`src/rtl/rc4_pkg.sv`:
```
// rtl/rc4_pkg.sv - shared types, defaults and key helper for the RC4 KSA engine
// Purpose: FSM state encoding, default parameters, and the bit-offset helper
//          that maps a key byte index onto the packed secret_key vector.
// Ports:   none (package).
package rc4_pkg;

  localparam int DEF_KEY_BYTES = 3;
  localparam int DEF_ADDR_W    = 8;

  typedef enum logic [3:0] {
    ST_IDLE,
    ST_FILL,
    ST_RD_I,
    ST_LD_I,
    ST_RD_J,
    ST_LD_J,
    ST_WR_I,
    ST_WR_J,
    ST_DONE
  } state_t;

  // Byte 0 is the most significant byte of the packed key.
  function automatic int key_byte_lsb(input int key_bytes, input int idx);
    return 8 * (key_bytes - 1 - idx);
  endfunction

endpackage

```
`src/rtl/rc4_key_select.sv`:
```
// rtl/rc4_key_select.sv - combinational KEY_BYTES-way key byte multiplexer
// Purpose: returns key byte i_kidx of the packed secret key.
// Ports:   i_key  - packed key, byte 0 in the top byte
//          i_kidx - byte index, 0..KEY_BYTES-1
//          o_byte - selected key byte
module rc4_key_select
  import rc4_pkg::*;
#(
  parameter int KEY_BYTES = DEF_KEY_BYTES,
  parameter int KIDX_W    = 1
) (
  input  logic [8*KEY_BYTES-1:0] i_key,
  input  logic [KIDX_W-1:0]      i_kidx,
  output logic [7:0]             o_byte
);

  always_comb begin
    o_byte = '0;
    for (int b = 0; b < KEY_BYTES; b++) begin
      if (i_kidx == KIDX_W'(b)) begin
        o_byte = i_key[key_byte_lsb(KEY_BYTES, b) +: 8];
      end
    end
  end

endmodule

```
`src/rtl/rc4_ksa_engine.sv`:
```
// rtl/rc4_ksa_engine.sv - self-sequencing RC4 key-scheduling engine
// Purpose: drives an external single-port synchronous S-box RAM through an
//          optional identity fill followed by the full KSA (N iterations of
//          j update and swap, 6 cycles each).
// Ports:   clk, rst_n        - clock, asynchronous active-low reset
//          start, init_en    - run request (level) and fill enable
//          secret_key        - key, byte 0 in the top byte
//          q                 - RAM read data, one cycle after address
//          address/data/wren - RAM address, write data, write enable
//          busy, finish      - run in progress / run complete
module rc4_ksa_engine
  import rc4_pkg::*;
#(
  parameter int KEY_BYTES = DEF_KEY_BYTES,
  parameter int ADDR_W    = DEF_ADDR_W
) (
  input  logic                   clk,
  input  logic                   rst_n,
  input  logic                   start,
  input  logic                   init_en,
  input  logic [8*KEY_BYTES-1:0] secret_key,
  input  logic [ADDR_W-1:0]      q,
  output logic [ADDR_W-1:0]      address,
  output logic [ADDR_W-1:0]      data,
  output logic                   wren,
  output logic                   busy,
  output logic                   finish
);

  localparam int KIDX_W = (KEY_BYTES > 1) ? $clog2(KEY_BYTES) : 1;
  localparam logic [KIDX_W-1:0] KIDX_LAST = KIDX_W'(KEY_BYTES - 1);

  state_t              r_state;
  state_t              w_state_nxt;
  logic [ADDR_W-1:0]   r_i;
  logic [ADDR_W-1:0]   r_j;
  logic [ADDR_W-1:0]   r_si;
  logic [ADDR_W-1:0]   r_sj;
  logic [KIDX_W-1:0]   r_kidx;
  logic [7:0]          w_key_byte;
  logic [ADDR_W-1:0]   w_key_ext;

  rc4_key_select #(
    .KEY_BYTES (KEY_BYTES),
    .KIDX_W    (KIDX_W)
  ) u_key_select (
    .i_key  (secret_key),
    .i_kidx (r_kidx),
    .o_byte (w_key_byte)
  );

  // Truncates (or zero-extends) the key byte to the S-box data width.
  assign w_key_ext = ADDR_W'(w_key_byte);

  // Next state and RAM-side outputs; everything here decodes from state and
  // registers only, so q never reaches an output combinationally.
  always_comb begin
    w_state_nxt = r_state;
    address     = '0;
    data        = '0;
    wren        = 1'b0;
    busy        = 1'b1;
    finish      = 1'b0;
    case (r_state)
      ST_IDLE: begin
        busy = 1'b0;
        if (start) w_state_nxt = init_en ? ST_FILL : ST_RD_I;
      end
      ST_FILL: begin
        address = r_i;
        data    = r_i;
        wren    = 1'b1;
        if (&r_i) w_state_nxt = ST_RD_I;
      end
      ST_RD_I: begin
        address     = r_i;
        w_state_nxt = ST_LD_I;
      end
      ST_LD_I: w_state_nxt = ST_RD_J;
      ST_RD_J: begin
        address     = r_j;
        w_state_nxt = ST_LD_J;
      end
      ST_LD_J: w_state_nxt = ST_WR_I;
      ST_WR_I: begin
        address     = r_i;
        data        = r_sj;
        wren        = 1'b1;
        w_state_nxt = ST_WR_J;
      end
      // When i == j this rewrites the original S[i], which is the right result.
      ST_WR_J: begin
        address     = r_j;
        data        = r_si;
        wren        = 1'b1;
        w_state_nxt = (&r_i) ? ST_DONE : ST_RD_I;
      end
      ST_DONE: begin
        busy   = 1'b0;
        finish = 1'b1;
        // Requires start to drop before another run can begin.
        if (!start) w_state_nxt = ST_IDLE;
      end
      default: w_state_nxt = ST_IDLE;
    endcase
  end

  always_ff @(posedge clk or negedge rst_n) begin
    if (!rst_n) begin
      r_state <= ST_IDLE;
      r_i     <= '0;
      r_j     <= '0;
      r_si    <= '0;
      r_sj    <= '0;
      r_kidx  <= '0;
    end else begin
      r_state <= w_state_nxt;
      case (r_state)
        ST_IDLE: begin
          if (start) begin
            r_i    <= '0;
            r_j    <= '0;
            r_kidx <= '0;
          end
        end
        // i wraps to 0 after N-1, ready for the KSA loop.
        ST_FILL: r_i <= r_i + 1'b1;
        ST_LD_I: begin
          r_si   <= q;
          r_j    <= r_j + q + w_key_ext;
          r_kidx <= (r_kidx == KIDX_LAST) ? '0 : r_kidx + 1'b1;
        end
        ST_LD_J: r_sj <= q;
        ST_WR_J: r_i  <= r_i + 1'b1;
        default: ;
      endcase
    end
  end

endmodule

```
`config.mk`:
```
export PLATFORM = sky130hd
export DESIGN_NAME = rc4_ksa_engine
export DESIGN_NICKNAME = d
export VERILOG_FILES = /design/src/rtl/rc4_pkg.sv /design/src/rtl/rc4_key_select.sv /design/src/rtl/rc4_ksa_engine.sv
export SDC_FILE = /design/constraint.sdc
export NUM_CORES = 1
export LEC_CHECK = 0
export CORE_ASPECT_RATIO = 0.8
export CORE_MARGIN = 5
export CORE_UTILIZATION = 44
export DETAILED_ROUTE_END_ITERATION = 10
export PLACE_DENSITY = 0.84
export SKIP_CTS_REPAIR_TIMING = 1
export SLEW_MARGIN = 20
export SYNTH_ARGS = -nofsm -noshare
export SYNTH_HDL_FRONTEND = slang
export SYNTH_SLANG_ARGS = --single-unit
```
`constraint.sdc`:
```
create_clock -name clk -period 2.7 [get_ports clk]
set_input_delay 0.81 -clock clk [delete_from_list [all_inputs] [get_ports clk]]
set_output_delay 0.81 -clock clk [all_outputs]
set_load 0.01 [all_outputs]
```
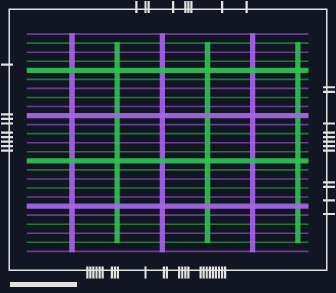
pdn.png
Scale bar: 20 um. Pins as bars on the die edge.
Key: VSS = purple; VDD = green
6 straps on met4. 25 met1 rails follow the rows. 55 signal pins sit on the boundary. The core has 24 rows. 4 straps on met5.
Placeable Area: 0.00553 sq mm
die height: 78.0 um
Peak VDD IR: 0.605 mV

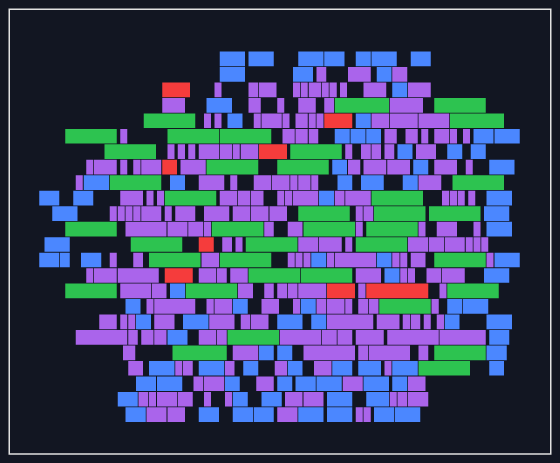
cell_classes.png
Key: other buffers and delay cells = blue [cells 92, share of their area 25%]; all other logic = purple [cells 225, share of their area 46%]; clock drivers and dummy loads = red [cells 8, share of their area 3.1%]; flops = green [cells 38, share of their area 26%]
final core occ: 67.3%
fraction of area in registers: 25.7%

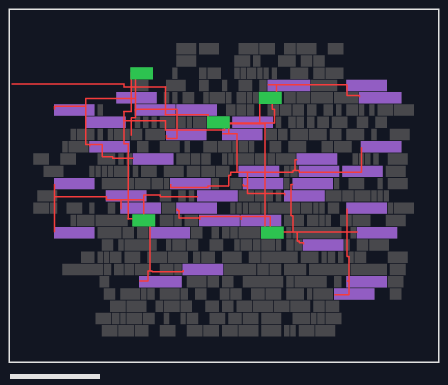
clock_map.png
Scale bar: 20 um.
Key: flip-flops = purple [count 38]; clock wires = red [length 524 um]; cells driving clock nets = green [count 5]
There are 6 routed clock nets.
clock power share: 10.4%
Clk. pwr: 0.500 mW
clk_skew: 10.9 ps
Late-Pin Clk Latency: 310 ps

[per-layer routing]
metal | up-vias | global-route usage [%]
met5 | - | 0
met4 | 0 | 5.91
met3 | 16 | 3.68
met2 | 113 | 31.3
met1 | 1223 | 27.3
li1 | 1144 | -
[stage by stage]
step / TNS (ps) / area (sq um)
3_3_place_gp: -2410 / 3380
3_5_place_dp: -3060 / 3380
4_1_cts: -4780 / 3500
2_1_floorplan: -21.3 / 2540
5_1_grt: -512 / 3720
6_report: -302 / 3720
[worst max-delay path: stages]
cell and delay [ps]:
buf_6 90, mux2i_2 170, o21ai_2 100, fa_1 580, ha_4 150, inv_2 40, fa_2 380, nor2b_4 130
o31a_1 220, o22ai_2 100, xnor2_1 160, o21ai_1 70
==> run_results.csv <==
group,metric,value,unit
grt,grt_pass1_vias,2321,
pwr,power_leakage,2.02,nW
drt,drcViolationCount,0,
floorplan,fp_util,46.0,%
setup_path,cp_max_fo,2,
synth,yosysMostFrequentCell,"nand2_1",
final_timing,fin_hold_ws,483,ps
drt,dr_wl_met3,534,um
setup_path,critical_path.startpoint,"secret_key[9]",
synth,ys_ff,38,
final_timing,rsz0062_at_grt,"yes",
floorplan,chipArea,0.00740,sq mm
cts,clock_path_buffers,2,
final_timing,finalWorstSetupSlack,-116,ps
cts,cts_htree_levels,2,
synth,synth.cellmix.adderShare,9.75,%
placement,port_buffers,54,
drt,wl_met1,3.16,mm
placement,place.gp.congestion,0.877,
drt,wire_per_inst,17.1,um
cts,tritoncts,"done",
hold_path,min_from,"r_si[3]",
floorplan,die_x,94.9,um
final_layout,comb_cells,208,
drt,met2_length,3.74,mm
setup_path,rr_endpoint,"r_j[7]",
final_timing,setup_viol,4,
final_layout,nFillCells,417,
setup_path,required,2870,ps
final_layout,biggestCellCategory,"logic gates",
pwr,switching_share,43.6,%
final_timing,fmax,0.355,GHz
run_status,violations,"setup timing",
run_status,outcome,"finished with violations",
drt,top_layer_used,"met4",
final_layout,final_cell_mix,"42 x nand2_1, 37 x buf_4, 35 x dfrtp_1, 30 x dlymetal6s2s_1, 25 x nor2_1",
drt,final_antenna_net_count,0,
setup_path,regToRegSetupSlack,-60,ps
setup_path,crit_end,"r_j[7]",
synth,area_leaders,"dfrtp_1 37%, nand2_1 6.4%, fa_1 6.3%",
floorplan,num_io_pins,55,
cts,clock-sinks,38,
synth,yosys.stat.seqShare,37.4,%
synth,top_cells_by_count,"43 x nand2_1, 38 x dfrtp_1, 25 x nor2_1",
placement,dp_hpwl,5.39,mm
cts,clkTransAtPathRegs,80,ps
setup_path,r2r_cells,11,
flow_run,warning_count,28,
synth,ys_chip_area,0.00254,sq mm
pwr,pwr-share-seq,22.4,%
Power is estimated from default activity; no workload was simulated.
